<file path="src/rtl/div_pkg.sv">
// Shared definitions for the restoring divider: default operand width and
// the 3-bit state encoding used by the control unit.
package div_pkg;

    // Default operand width in bits (must be >= 2).
    localparam int DIV_N = 4;

    // Control state encoding.
    localparam logic [2:0] S_IDLE  = 3'd0;
    localparam logic [2:0] S_LOAD  = 3'd1;
    localparam logic [2:0] S_SHIFT = 3'd2;
    localparam logic [2:0] S_SUB   = 3'd3;
    localparam logic [2:0] S_DONE  = 3'd4;

    // Width of the iteration counter: it holds values 0..n.
    function automatic int cnt_width(input int n);
        return $clog2(n + 1);
    endfunction

endpackage

</file>
<file path="src/rtl/div_uc.sv">
// Control unit of the restoring divider: state register, iteration counter
// and decoding of the datapath strobes. Two cycles per quotient bit
// (SHIFT then SUB). With DIV_ZERO_CHECK_EN defined, LOAD exits straight to
// DONE when the divisor is zero. The current state is exported on state_dbg.
import div_pkg::*;

module div_uc #(
    parameter int N  = DIV_N,
    parameter int CW = cnt_width(N)
) (
    input  logic       clk,
    input  logic       reset,
    input  logic       start,
`ifdef DIV_ZERO_CHECK_EN
    input  logic       zero_div,
`endif
    output logic       load,
    output logic       shift,
    output logic       sub_en,
    output logic       fin,
    output logic       busy,
    output logic [2:0] state_dbg
);

    logic [2:0]    state;
    logic [2:0]    state_nxt;
    logic [CW-1:0] cnt;

    // Next-state selection; start is only honoured in IDLE and DONE.
    always_comb begin
        state_nxt = state;
        case (state)
            S_IDLE:  if (start) state_nxt = S_LOAD;
            S_LOAD: begin
`ifdef DIV_ZERO_CHECK_EN
                if (zero_div) state_nxt = S_DONE;
                else          state_nxt = S_SHIFT;
`else
                state_nxt = S_SHIFT;
`endif
            end
            S_SHIFT: state_nxt = S_SUB;
            S_SUB:   state_nxt = (cnt == CW'(1)) ? S_DONE : S_SHIFT;
            S_DONE:  if (start) state_nxt = S_LOAD;
            default: state_nxt = S_IDLE;
        endcase
    end

    // State register and iteration counter (one count per quotient bit).
    always_ff @(posedge clk or posedge reset) begin
        if (reset) begin
            state <= S_IDLE;
            cnt   <= '0;
        end else begin
            state <= state_nxt;
            if (state == S_LOAD)
                cnt <= CW'(N);
            else if (state == S_SUB)
                cnt <= cnt - CW'(1);
        end
    end

    assign load      = (state == S_LOAD);
    assign shift     = (state == S_SHIFT);
    assign sub_en    = (state == S_SUB);
    assign fin       = (state == S_DONE);
    assign busy      = load | shift | sub_en;
    assign state_dbg = state;

endmodule

</file>
<file path="src/rtl/div_restoring.sv">
// Sequential unsigned restoring divider: N-bit dividend / N-bit divisor
// giving N-bit quotient and remainder, two cycles per bit.
// Optional build macro: DIV_ZERO_CHECK_EN (early exit on a zero divisor
// with the div_zero flag raised).
//
// Handshake: pulse or hold start while fin=1 or in idle; the operands are
// captured one cycle later (LOAD). busy is high while the operation runs and
// start is ignored then. fin stays high with stable quotient/remainder until
// the next start, whose first edge drops fin again.
import div_pkg::*;

module div_restoring #(
    parameter int N = DIV_N
) (
    input  logic         clk,
    input  logic         reset,
    input  logic         start,
    input  logic [N-1:0] dividend,
    input  logic [N-1:0] divisor,
    output logic [N-1:0] quotient,
    output logic [N-1:0] remainder,
    output logic         busy,
    output logic         fin,
    output logic         div_zero
);

    logic [N:0]   a;      // partial remainder, one guard bit
    logic [N-1:0] q;      // dividend shifting out, quotient shifting in
    logic [N-1:0] m;      // captured divisor
    logic [N:0]   t;      // trial subtraction result
    logic         load;
    logic         shift;
    logic         sub_en;
    logic [2:0]   fsm_state;

`ifdef DIV_ZERO_CHECK_EN
    logic zero_div;
    assign zero_div = (divisor == '0);
`endif

    div_uc #(.N(N)) u_uc (
        .clk       (clk),
        .reset     (reset),
        .start     (start),
`ifdef DIV_ZERO_CHECK_EN
        .zero_div  (zero_div),
`endif
        .load      (load),
        .shift     (shift),
        .sub_en    (sub_en),
        .fin       (fin),
        .busy      (busy),
        .state_dbg (fsm_state)
    );

    // Trial subtraction; bit N set means the divisor did not fit.
    assign t = a - {1'b0, m};

    // A/Q/M datapath: load operands, shift pair left, conditionally subtract.
    always_ff @(posedge clk or posedge reset) begin
        if (reset) begin
            a <= '0;
            q <= '0;
            m <= '0;
        end else if (load) begin
            a <= '0;
            q <= dividend;
            m <= divisor;
`ifdef DIV_ZERO_CHECK_EN
            if (divisor == '0) begin
                a <= {1'b0, dividend};
                q <= '1;
            end
`endif
        end else if (shift) begin
            a <= {a[N-1:0], q[N-1]};
            q <= {q[N-2:0], 1'b0};
        end else if (sub_en) begin
            if (!t[N]) begin
                a    <= t;
                q[0] <= 1'b1;
            end
        end
    end

`ifdef DIV_ZERO_CHECK_EN
    // Zero-divisor flag: decided at every LOAD, held through DONE.
    always_ff @(posedge clk or posedge reset) begin
        if (reset)
            div_zero <= 1'b0;
        else if (load)
            div_zero <= (divisor == '0);
    end
`else
    assign div_zero = 1'b0;
`endif

    assign quotient  = q;
    assign remainder = a[N-1:0];

    // a[N] is always 0 once the result is ready; the state is a debug tap.
    logic unused_bits;
    assign unused_bits = ^{a[N], fsm_state};

endmodule

</file>
<file path="config.mk">
export PLATFORM = sky130hd
export DESIGN_NAME = div_restoring
export DESIGN_NICKNAME = d
export VERILOG_FILES = /design/src/rtl/div_pkg.sv /design/src/rtl/div_uc.sv /design/src/rtl/div_restoring.sv
export SDC_FILE = /design/constraint.sdc
export NUM_CORES = 1
export LEC_CHECK = 0
export ABC_AREA = 1
export CORE_MARGIN = 2
export CORE_UTILIZATION = 45
export CTS_CLUSTER_SIZE = 14
export DETAILED_ROUTE_END_ITERATION = 12
export PLACE_DENSITY = 0.74
export SETUP_SLACK_MARGIN = 0.02
export SLEW_MARGIN = 20
export SYNTH_ARGS = -nofsm -noshare
export SYNTH_HDL_FRONTEND = slang
export SYNTH_SLANG_ARGS = --single-unit
export TNS_END_PERCENT = 10
</file>
<file path="constraint.sdc">
create_clock -name clk -period 2 [get_ports clk]
set_clock_uncertainty 0.15 [all_clocks]
set_input_delay 0.5 -clock clk [delete_from_list [all_inputs] [get_ports clk]]
set_output_delay 0.5 -clock clk [all_outputs]
set_load 0.005 [all_outputs]
</file>
Fig. 1: nets reached from selected ports
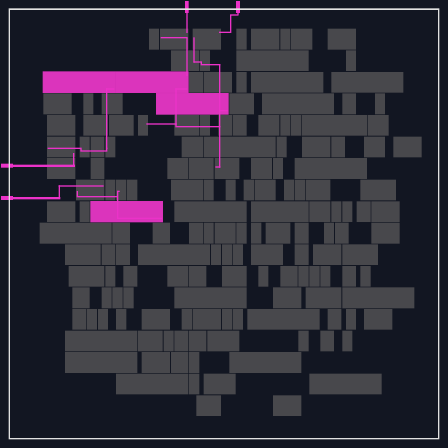
legend:
  magenta:
    port: quotient
    bits: 4
    direction: output
    end_cells: 4
    buffers: 4
    wire: 105 um

Fig. 2: cell placement
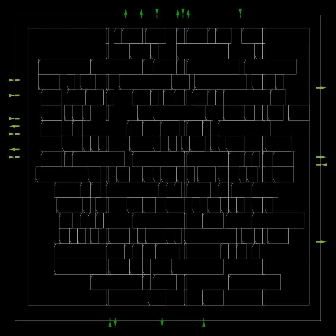
number of cells in the finished layout apart from fillers: 190
total number of tap cells: 30
number of flip-flops and latches: 19

==> flow_summary.toml <==
# physical design summary
[run_status]
status = "finished clean"

[layout]
layout.buffer.nonclock.area_share_pct = 20.0
mi_logic_area_um2 = 552
layout.comb_gates.multi_input = 84
final_layout_size_suffix_gt1_share_pct = 23.8
finalInstanceArea_mm2 = 0.00148
post-route-util_pct = 60.9
n_all_buffers = 29
fillCellCount = 221
num_antenna_cells = 0
final-seq-area_um2 = 475
largest_class = "logic gates"

[floorplanning]
floorplan.initialDensity_pct = 46.2
io-pin-count = 22

[pwr]
netSwitchingFraction_pct = 43.8
power_clock_mw = 0.198
share_clk_of_total_power_pct = 7.0
powerSeq_mw = 0.713
net-switching-power_mw = 1.24
power.density_cell_area_mw_per_mm2 = 1920

[clocking]
post_cts.repair.setup_buffers = 1
cts-buffers-inserted = 3
clock_sinks = 19
cts_root_buf = "sky130_fd_sc_hd__clkbuf_4"
post_cts_resize_count = 4
ctsHtreeMaxLevel = 1

[global_routing]
met1_usage_pct = 20.8
global_route.overflow_total = 0
initial_antenna_violation_count = 0
grt_most_used_layer = "met2"
gr-usage-met3_pct = 2.78

[critical_path]
crit_buf_inv = 2
crit_type = "reg2out"
critPathTopFamily = "buffers and inverters"
cp_cell_sequence = "buf_4 > clkdlybuf4s50_1"
worst_r2r_endpoint = "a[1]$_DFFE_PP0P_"
crit_arrival_ns = 1.28
worst_r2r_path_depth = 11

[synthesis]
ys_sh_aoi_pct = 16.6
post_synth_xor_area_fraction_pct = 0.779
synth.cellmix.adderShare_pct = 8.45
synth_warnings = 0
synth-seq-area-share_pct = 42.3
ys_ff = 19
mappedNetlistArea_mm2 = 0.00112
ys_cells = 134
post_synthesis_cell_count = 134

[drt]
met3_length_um = 74
vias_per_cell = 5.05
drt_drc_violations_left = 0
vias = 960
avgRoutedWirePerCell_um = 12.0
ant_nets = 0

[final_timing]
timing.hold.ws_ns = 0.360
period_needed_ns = 1.93
slew_viol_final = 0
final.period_utilization_pct = 96.6

[place]
place.gp.congestion = 0.764
dp.cells = 181
post-place-ws_ns = 0.0339
placed_area_mm2 = 0.00135

[worst_hold_path]
class_of_the_tightest_hold_or_removal_check = "in2async"

[run]
drv_cap = 0
[cell usage in the layout, fill, tap and decap left out, drive strengths merged, types with 2 or more instances in the layout]
master and n:
clkbuf 5, o21ai 16, buf 8, ha 6
nand2 30, nand3 8, nor2 8, inv 24
o211ai 2, o22ai 2, dfrtp 19, clkdlybuf4s50 18
a21oi 8
[state kept, by name, summed over array words and instances (netlist names)]
signal,flops
u_uc.cnt,3
a,5
u_uc.state_dbg,3
m,4
quotient,4
[synthesized netlist by cell type, drive strengths merged]
library cell	count	area share (%)
inv	24	8.2
nor2	8	3.1
buf	7	5.3
nand3	8	4.0
o22ai	2	1.1
fa	1	1.8
o211ai	2	1.3
nand2	30	11
ha	6	6.7
o21ai	16	8.8
a21oi	8	4.6
conb	1	0.33
dfrtp	19	42
a22o	1	0.78
xnor2	1	0.78
